**src/rtl/ej32_pkg.sv**
```systemverilog
// ej32_pkg: shared fetch-path types for the ej32 core.
// Holds the fetch FSM encoding, the address type and a queue pointer-width helper.
package ej32_pkg;

    localparam int ASZ_DEF = 17;

    typedef logic [ASZ_DEF-1:0] addr_t;

    typedef enum logic [1:0] {
        F_IDLE,
        F_REQ,
        F_DROP
    } fetch_state_t;

    function automatic int ptr_w(input int depth);
        return (depth > 1) ? $clog2(depth) : 1;
    endfunction

endpackage

```
**src/rtl/ej32_fetch_q.sv**
```systemverilog
// ej32_fetch_q: circular byte queue; each byte carries its fetch address.
// Head outputs come straight from the storage registers.
module ej32_fetch_q
    import ej32_pkg::*;
#(
    parameter int DEPTH = 4,
    parameter int AW    = 17
) (
    input  logic                         clk,
    input  logic                         rst,
    input  logic                         push,
    input  logic [7:0]                   push_d,
    input  logic [AW-1:0]                push_a,
    input  logic                         pop,
    input  logic                         flush,
    output logic [7:0]                   head_d,
    output logic [AW-1:0]                head_a,
    output logic [$clog2(DEPTH+1)-1:0]   count,
    output logic                         full,
    output logic                         empty
);

    localparam int PW = ptr_w(DEPTH);
    localparam int CW = $clog2(DEPTH + 1);
    localparam int NE = 2 ** PW;

    logic [7:0]    q_d [NE];
    logic [AW-1:0] q_a [NE];
    logic [PW-1:0] rd_ptr;
    logic [PW-1:0] wr_ptr;
    logic [CW-1:0] cnt;
    logic          do_pop;
    logic          do_push;

    function automatic logic [PW-1:0] nxt(input logic [PW-1:0] ptr);
        return (ptr == PW'(DEPTH - 1)) ? '0 : ptr + PW'(1);
    endfunction

    assign empty   = (cnt == '0);
    assign full    = (cnt == CW'(DEPTH));
    assign do_pop  = pop && !empty;
    assign do_push = push && (!full || do_pop);
    assign count   = cnt;
    assign head_d  = q_d[rd_ptr];
    assign head_a  = q_a[rd_ptr];

    always_ff @(posedge clk) begin
        if (rst) begin
            rd_ptr <= '0;
            wr_ptr <= '0;
            cnt    <= '0;
            for (int i = 0; i < NE; i++) begin
                q_d[i] <= '0;
                q_a[i] <= '0;
            end
        end else if (flush) begin
            rd_ptr <= '0;
            wr_ptr <= '0;
            cnt    <= '0;
        end else begin
            if (do_push) begin
                q_d[wr_ptr] <= push_d;
                q_a[wr_ptr] <= push_a;
                wr_ptr      <= nxt(wr_ptr);
            end
            if (do_pop)
                rd_ptr <= nxt(rd_ptr);
            if (do_push && !do_pop)
                cnt <= cnt + CW'(1);
            else if (do_pop && !do_push)
                cnt <= cnt - CW'(1);
        end
    end

endmodule

```
**src/rtl/ej32_fetch.sv**
```systemverilog
// ej32_fetch: byte-wide instruction fetch with redirect and stale-ack drop.
// EJ32_FETCH_PREFETCH_EN selects a QDEPTH-byte prefetch queue; otherwise depth 1.
module ej32_fetch
    import ej32_pkg::*;
#(
    parameter int ASZ    = 17,
    parameter int QDEPTH = 4
) (
    input  logic           clk,
    input  logic           rst,
    input  logic           br_psel,
    input  logic [ASZ-1:0] br_p,
    output logic           mem_req,
    output logic [ASZ-1:0] mem_a,
    input  logic           mem_ack,
    input  logic [7:0]     mem_d,
    output logic [7:0]     data,
    output logic [ASZ-1:0] p,
    output logic           d_vld,
    input  logic           adv
);

`ifdef EJ32_FETCH_PREFETCH_EN
    localparam int QD = QDEPTH;
`else
    localparam int QD = (QDEPTH > 0) ? 1 : 1;
`endif
    localparam int CW  = $clog2(QD + 1);
    localparam int CW1 = CW + 1;

    fetch_state_t   state;
    logic [ASZ-1:0] fa;
    logic [ASZ-1:0] fa_inc;
    logic [CW-1:0]  count;
    logic [CW1-1:0] cnt_after;
    logic           full;
    logic           empty;
    logic           pop;
    logic           push;
    logic           room_idle;
    logic           room_ack;

    assign pop       = adv && !empty;
    assign push      = (state == F_REQ) && mem_ack && !br_psel;
    assign fa_inc    = fa + ASZ'(1);
    // Occupancy once this cycle's ack is pushed and any pop is taken.
    assign cnt_after = {1'b0, count} + CW1'(1) - CW1'(pop);
    assign room_idle = !full || pop;
    assign room_ack  = cnt_after < CW1'(QD);
    assign d_vld     = !empty;

    ej32_fetch_q #(
        .DEPTH (QD),
        .AW    (ASZ)
    ) u_q (
        .clk    (clk),
        .rst    (rst),
        .push   (push),
        .push_d (mem_d),
        .push_a (mem_a),
        .pop    (pop),
        .flush  (br_psel),
        .head_d (data),
        .head_a (p),
        .count  (count),
        .full   (full),
        .empty  (empty)
    );

    always_ff @(posedge clk) begin
        if (rst) begin
            state   <= F_IDLE;
            fa      <= '0;
            mem_req <= 1'b0;
            mem_a   <= '0;
        end else begin
            unique case (state)
                F_IDLE: begin
                    if (br_psel) begin
                        fa      <= br_p;
                        mem_a   <= br_p;
                        mem_req <= 1'b1;
                        state   <= F_REQ;
                    end else if (room_idle) begin
                        mem_a   <= fa;
                        mem_req <= 1'b1;
                        state   <= F_REQ;
                    end
                end
                F_REQ: begin
                    if (mem_ack) begin
                        if (br_psel) begin
                            fa    <= br_p;
                            mem_a <= br_p;
                        end else if (room_ack) begin
                            fa    <= fa_inc;
                            mem_a <= fa_inc;
                        end else begin
                            fa      <= fa_inc;
                            mem_req <= 1'b0;
                            state   <= F_IDLE;
                        end
                    end else if (br_psel) begin
                        fa    <= br_p;
                        state <= F_DROP;
                    end
                end
                F_DROP: begin
                    // Old request stays on the bus until its ack retires it.
                    if (mem_ack) begin
                        fa    <= br_psel ? br_p : fa;
                        mem_a <= br_psel ? br_p : fa;
                        state <= F_REQ;
                    end else if (br_psel) begin
                        fa <= br_p;
                    end
                end
                default: begin
                    state   <= F_IDLE;
                    mem_req <= 1'b0;
                end
            endcase
        end
    end

endmodule

```
**config.mk**
```make
export PLATFORM = sky130hd
export DESIGN_NAME = ej32_fetch
export DESIGN_NICKNAME = d
export VERILOG_FILES = /design/src/rtl/ej32_pkg.sv /design/src/rtl/ej32_fetch_q.sv /design/src/rtl/ej32_fetch.sv
export SDC_FILE = /design/constraint.sdc
export NUM_CORES = 1
export LEC_CHECK = 0
export CORE_MARGIN = 2
export CORE_UTILIZATION = 51
export CTS_CLUSTER_DIAMETER = 120
export CTS_CLUSTER_SIZE = 28
export DETAILED_ROUTE_END_ITERATION = 8
export HOLD_SLACK_MARGIN = 0.05
export PLACE_DENSITY = 0.79
export SYNTH_ARGS = -nofsm -noshare
export SYNTH_HDL_FRONTEND = slang
export SYNTH_HIERARCHICAL = 1
export SYNTH_SLANG_ARGS = --single-unit
```
**constraint.sdc**
```tcl
create_clock -name clk -period 3.7 [get_ports clk]
set_clock_uncertainty 0.05 [all_clocks]
set_input_delay 0.555 -clock clk [delete_from_list [all_inputs] [get_ports clk]]
set_output_delay 0.555 -clock clk [all_outputs]
set_load 0.01 [all_outputs]
```
==> impl_metrics.ini, run 1 <==
; generated from flow reports
[routing]
drt-initial-drc-count = 267
ant_nets = 0
wl_met3_um = 880
detail_route.vias_per_cell = 6.29
first_pass_iters = 5
routed-wl-met2_mm = 4.37
wl_per_cell_um = 18.4
wirelength_met1_mm = 4.18
top_layer_used = met4
drcViolationCount = 0

[critical_path]
start_kind = primary input
cp-end-kind = flip-flop
ff2ff_path_depth = 5
required_ns = 3.91
critPathKind = in2reg
r2r-end = mem_a[11]
cp.arrival_ns = 2.91
critPathLaunch = mem_ack
r2r_slack_ns = 1.06
cp-endpoint = mem_a[11]
critPathMaxFanout = 21
r2r_start = state[1]

[place]
post-place-cells = 504
io_buffers = 73
dpl.hpwl_mm = 6.94
place.gp.congestion = 0.983
placed_area_um2 = 4230
place_ws_ns = 0.666

[clock_network]
post-cts-setup-buffers = 0
clkLatencyLatePin_ns = 0.34
clockBufferDepth = 2
clock-sinks = 63
cts_buffers = 9
h-tree-depth = 3
holdBufCountCts = 0
root_buffer = clkbuf_8
cts_resized = 0
tritoncts = yes
clk_pin_slew_ns = 0.07

[layout]
lay_top_cells = 73 x clkdlybuf4s50_1, 38 x dfxtp_1, 33 x nand2_1
diodes = 0
synthToLayoutAreaGrowth_pct = 27.6
lay_top_count = clkdlybuf4s50_1
top_regs = fa x17, mem_a x17, u_q/q_a x17
finish.instance_area_um2 = 4470
layout-drive-gt1-share = 0.0955
utilization = 0.666
layout.nets = 466

[logic_synthesis]
yosys.area_share.simple = 0.281
ys_cells = 377
synth-xor-area-share = 0.0425
yosys-top-cells-count = 38 x dfxtp_1, 33 x nand2_1, 25 x a21oi_1, 25 x edfxtp_1, 25 x nor2_1
fa_ha_area_frac = 0.00678
yosysWarnings = 6
synth_top_area_share = 0.217
synthArstFlopShare = 0
ys_area_um2 = 3510
synth.distinct_cells = 61
syn_area_um2 = 3510
syn_avg_cell_area_um2 = 9.30
ys.flops = 63
synth_top_cell_by_area = dfxtp_1
synth-compound-area-share = 0.173
area_leaders = dfxtp_1 22%, edfxtp_1 21%, and4b_1 5.7%, a21oi_1 3.6%, nand2_1 3.5%
synth_top_cell_by_count = dfxtp_1
top_logic_kind = simple AND/OR/NAND/NOR gates
syn_nets = 408
synthMuxAreaShare = 0.00607
synth-edff-count = 25
ys_seq_frac = 0.431
postSynthCellCount = 377
flop_cell = dfxtp_1

[hold_path]
min_from = mem_a[8]
hold_end = mem_a[8]
hold_class = reg2reg
holdPathStages = 2

[global_route]
gr-total-overflow = 0
grt_max_degree = 32
grt_pass1_vias = 2981
grt_usage = 0.264
grtUsageMet1 = 0.360
grt_first_pass_wirelength_mm = 15.4
antenna_found_initial = 0
grt_use_met3 = 0.0682
grt_util_met2 = 0.405
top_usage_layer = met2

[run]
tool_warnings = 26
maxCapViolCount = 0

[floorplan]
die_h_um = 86.9
initCoreUtil = 0.522
placementRows = 30
chipArea_um2 = 7550
fp.dieW_um = 86.9
ioPinCount = 74

[timing]
slew_headroom = 0.252
finalHoldViolations = 0
fmax_ghz = 0.370
rsz0062_at_grt = false
holdWs_ns = 0.430
worstMarginPinSlew_ns = 1.12
final.period_utilization = 0.730
worst_slack_ns = 0.997
setup_tns_ns = 0
setup_viol = 0
slew_viol_final = 0
min_period_ns = 2.70

[pwr]
powerDensity_nw_per_um2 = 415
peakVddDrop_v = 0.000234
leakagePower_uw = 0.00165
power_uw = 1860

[outcome]
status = complete, no violations
[run 1: power by group]
| part | leakage, uW | switching, uW | total, uW | internal (uW) |
|---|---|---|---|---|
| Sequential | 0.000574 | 51.5 | 819 | 768 |
| Clock | 0.000120 | 291 | 741 | 450 |
| Combinational | 0.000955 | 151 | 297 | 147 |
[run 1: worst max-delay path, stage by stage]
cell and delay, ns:
clkdlybuf4s50_1 0.59, inv_2 0.06, maj3_2 0.32, nor3_2 0.91
nand3_1 0.23, o211ai_1 0.24
[run 1: cell type report]
type / count / area, um^2
repair buffers: 81 / 791
clock inverters: 7 / 120
well taps: 80 / 100
inverters: 8 / 30.0
multi-input cells: 272 / 1800
clock buffers: 9 / 124
flip-flops and latches: 63 / 1510
fillers: 535 / 2250
==> run_1/layer_met2.png <==
Scale: 4 px per um. Cells faint in the background.
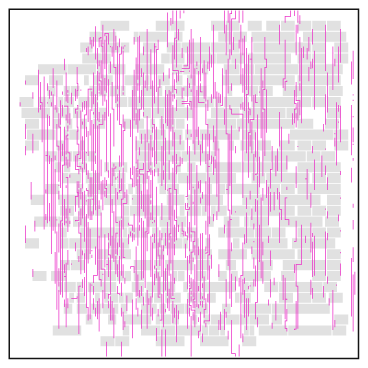
The longest straight run is 38.1 um. The layer carries 4,370 um of wire. 393 nets have wire on it. The wires run mostly vertical. The layer holds 46% of the routed length.
DRT Wirelength: 9.59 mm
overall via count from detail_route: 3,269

==> run_1/io_placement.png <==
Scale: 6 px per um. Pins as bars across the die edge, other pins in grey.
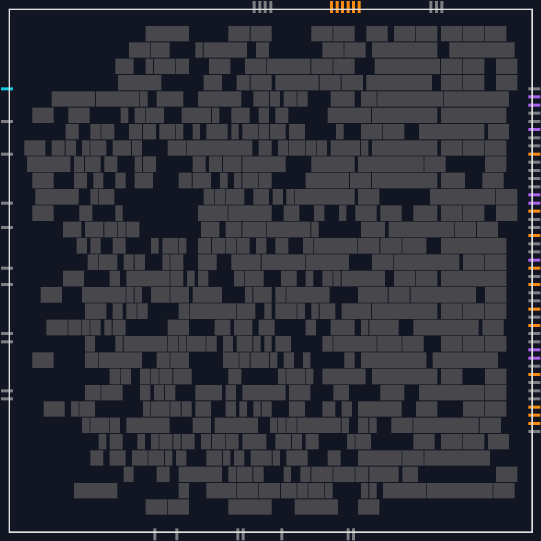
Purple stands for mem_d, pins 8, direction input, edge right. Orange stands for mem_a, pins 17, direction output, edge 11 right, 6 top. Cyan stands for clk, pins 1, direction input, edge left.

==> run_1/placement.png <==
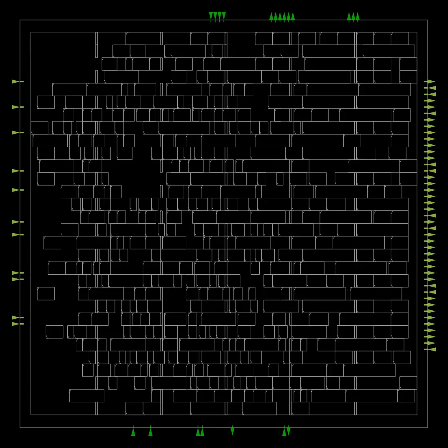
Post-Layout Cell Count: 520
CORE AREA: 6720 um^2

==> run_1/detail.png <==
Window x 23 to 63, y 23 to 63 um. Cells in grey, sequential cells in the stronger grey; small squares are vias.
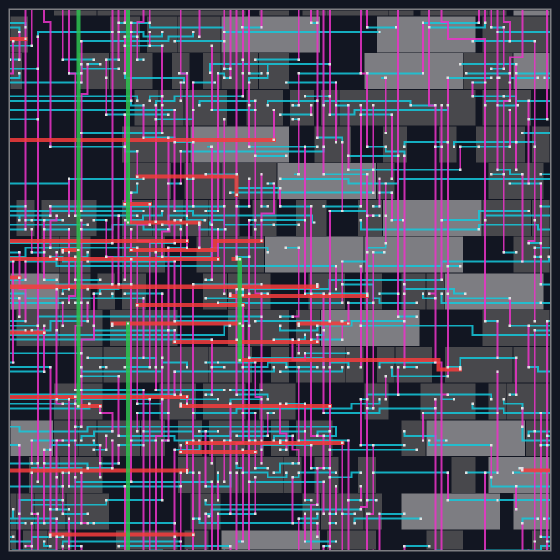

==> run 1 -> run 2 <==
Settings changed: CORE_UTILIZATION 51 to 46, PLACE_DENSITY 0.79 to 0.75.
Clock period 3.7 ns to 2.3 ns, I/O delays scaled along.
==> run_2/detail.png <==
Window x 26 to 66, y 26 to 66 um. Cells in grey, sequential cells in the stronger grey; small squares are vias.
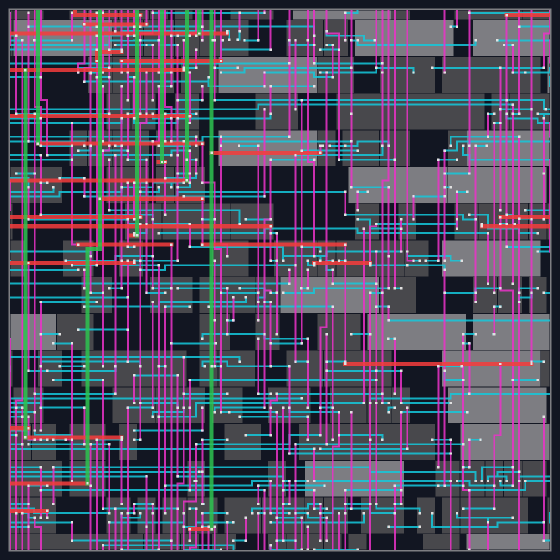
Cyan stands for metal 1. Green stands for metal 4. Red stands for metal 3. Magenta stands for metal 2.
Sequential cells in the window: 16. Most frequent: dfxtp_1 (15), buf_4 (12), nand2_1 (10). 115 logic cells have their middle in the window. Netlist names of flops here include mem_a (11), fa (4).

==> run 2 against run 1 <==
- cell count is 9.0% higher
- global-route usage down 1.7 points
- sequential share of layout area down 1.8 points
- register-to-register slack worse by 0.77 ns
- non-clock buffer count up 28
- total power rose by 62%
- combinational power increased by 88%
- setup slack worse by 0.71 ns
- via count grew 1.2%
- core utilization decreased by 2.1 points
- largest power group unchanged
==> impl_metrics.ini, run 2 <==
; generated from flow reports
[layout]
final_cells = 567
layout.nets = 494
layout-drive-gt1-share = 0.147
buffers_excl_clock = 109
comb_share = 0.380
largest_class = combinational gates
sh_seq_area = 0.320
top_regs = fa x17, mem_a x17, u_q/q_a x17
lay_top_count = clkdlybuf4s50_1
utilization = 0.644
num-fill-cells = 625
seq_cells = 63
diodes = 0
finish.instance_area_um2 = 4720
lay_top_cells = 73 x clkdlybuf4s50_1, 38 x dfxtp_1, 34 x buf_4
seq_area_um2 = 1510
logic_gates = 272

[global_route]
grt_use_met3 = 0.0515
grt_first_pass_wirelength_mm = 16.4
gr-total-overflow = 0
grtUsageMet1 = 0.318
top_usage_layer = met2
grt_pass1_vias = 3142
antenna_found_initial = 0
grt_util_met2 = 0.410

[clock_network]
root_buffer = clkbuf_8
clk_pin_slew_ns = 0.08
tritoncts = yes
clock-sinks = 63
post-cts-setup-buffers = 0
holdBufCountCts = 0
clkLatencyLatePin_ns = 0.34
cts_resized = 0
clockBufferDepth = 2
cts_buffers = 9

[place]
place_ws_ns = -0.0169
placed_area_um2 = 4490
dpl.hpwl_mm = 7.48
place.gp.congestion = 0.988

[logic_synthesis]
postSynthCellCount = 377
synth.distinct_cells = 61
ys.flops = 63
syn_avg_cell_area_um2 = 9.30
synthArstFlopShare = 0
syn_nets = 408
synth_top_area_share = 0.217
yosys-top-cells-count = 38 x dfxtp_1, 33 x nand2_1, 25 x a21oi_1, 25 x edfxtp_1, 25 x nor2_1
ys_cells = 377
area_leaders = dfxtp_1 22%, edfxtp_1 21%, and4b_1 5.7%, a21oi_1 3.6%, nand2_1 3.5%
syn_area_um2 = 3510
synth_top_cell_by_count = dfxtp_1
synth-edff-count = 25
flop_cell = dfxtp_1

[run]
tool_warnings = 26
maxCapViolCount = 0

[outcome]
status = complete, no violations

[timing]
setup_tns_ns = 0
min_period_ns = 2.01
holdWs_ns = 0.422
worst_slack_ns = 0.291
fmax_ghz = 0.498
worstMarginPinSlew_ns = 0.613
finalHoldViolations = 0
rsz0062_at_grt = false
setup_viol = 0
slew_headroom = 0.590

[routing]
drt-initial-drc-count = 262
wl_met3_um = 709
routed-wl-met2_mm = 4.82
via_count = 3309
wl_per_cell_um = 17.8
drcViolationCount = 0
ant_nets = 0
top_layer_used = met4
wirelength_met1_mm = 4.34

[floorplan]
chipArea_um2 = 8340
tapCellCount = 99
placementRows = 31
initCoreUtil = 0.478
ioPinCount = 74

[pwr]
comb_power_uw = 559
power_leader = sequential cells
swShare = 0.260
power_frac_seq = 0.430
comb_power_share = 0.185
clock_net_power_uw = 1160
leakagePower_uw = 0.00180
p_int_uw = 2230
peakVddDrop_v = 0.000362
clockPowerShare = 0.384
power_uw = 3020
powerDensity_nw_per_um2 = 639

[critical_path]
critPathKind = reg2reg
critPathMaxFanout = 8
crit_buf_inv = 0
start_kind = flip-flop
cpMaxStageDelayCell = nor4_1
cpPeakStageDelay_ns = 0.40
critical-path-top-delay-family = simple AND/OR/NAND/NOR gates

[hold_path]
hold_class = reg2reg
run 2: cell count changes in the layout (fill, tap and decap cells not counted):
| cell | delta |
|---|---|
| clkinv_2 | +1 |
| inv_6 | -1 |
| clkinvlp_4 | -1 |
| clkbuf_1 | +1 |
| buf_4 | +26 |
| buf_12 | +2 |
run 2: cell families after synthesis:
logic type / synth area share
DFF: 0.431
xor gates and xnor gates: 0.0425
adders and majority gates: 0.00678
AOI/OAI and AO/OA: 0.173
and+or+nand+nor: 0.281
muxes: 0.00607
buffers and inverters: 0.0592
run 2: path summary, 6_finish.rpt:
path,from,cells after the start,slack [ns],endpoint
max,fa[0],6,0.29,fa[14]
min,mem_a[5],2,0.42,mem_a[5]
max reg2reg,fa[0],6,0.29,fa[14]
min reg2reg,mem_a[5],2,0.42,mem_a[5]
Power and IR drop assume default switching activity.
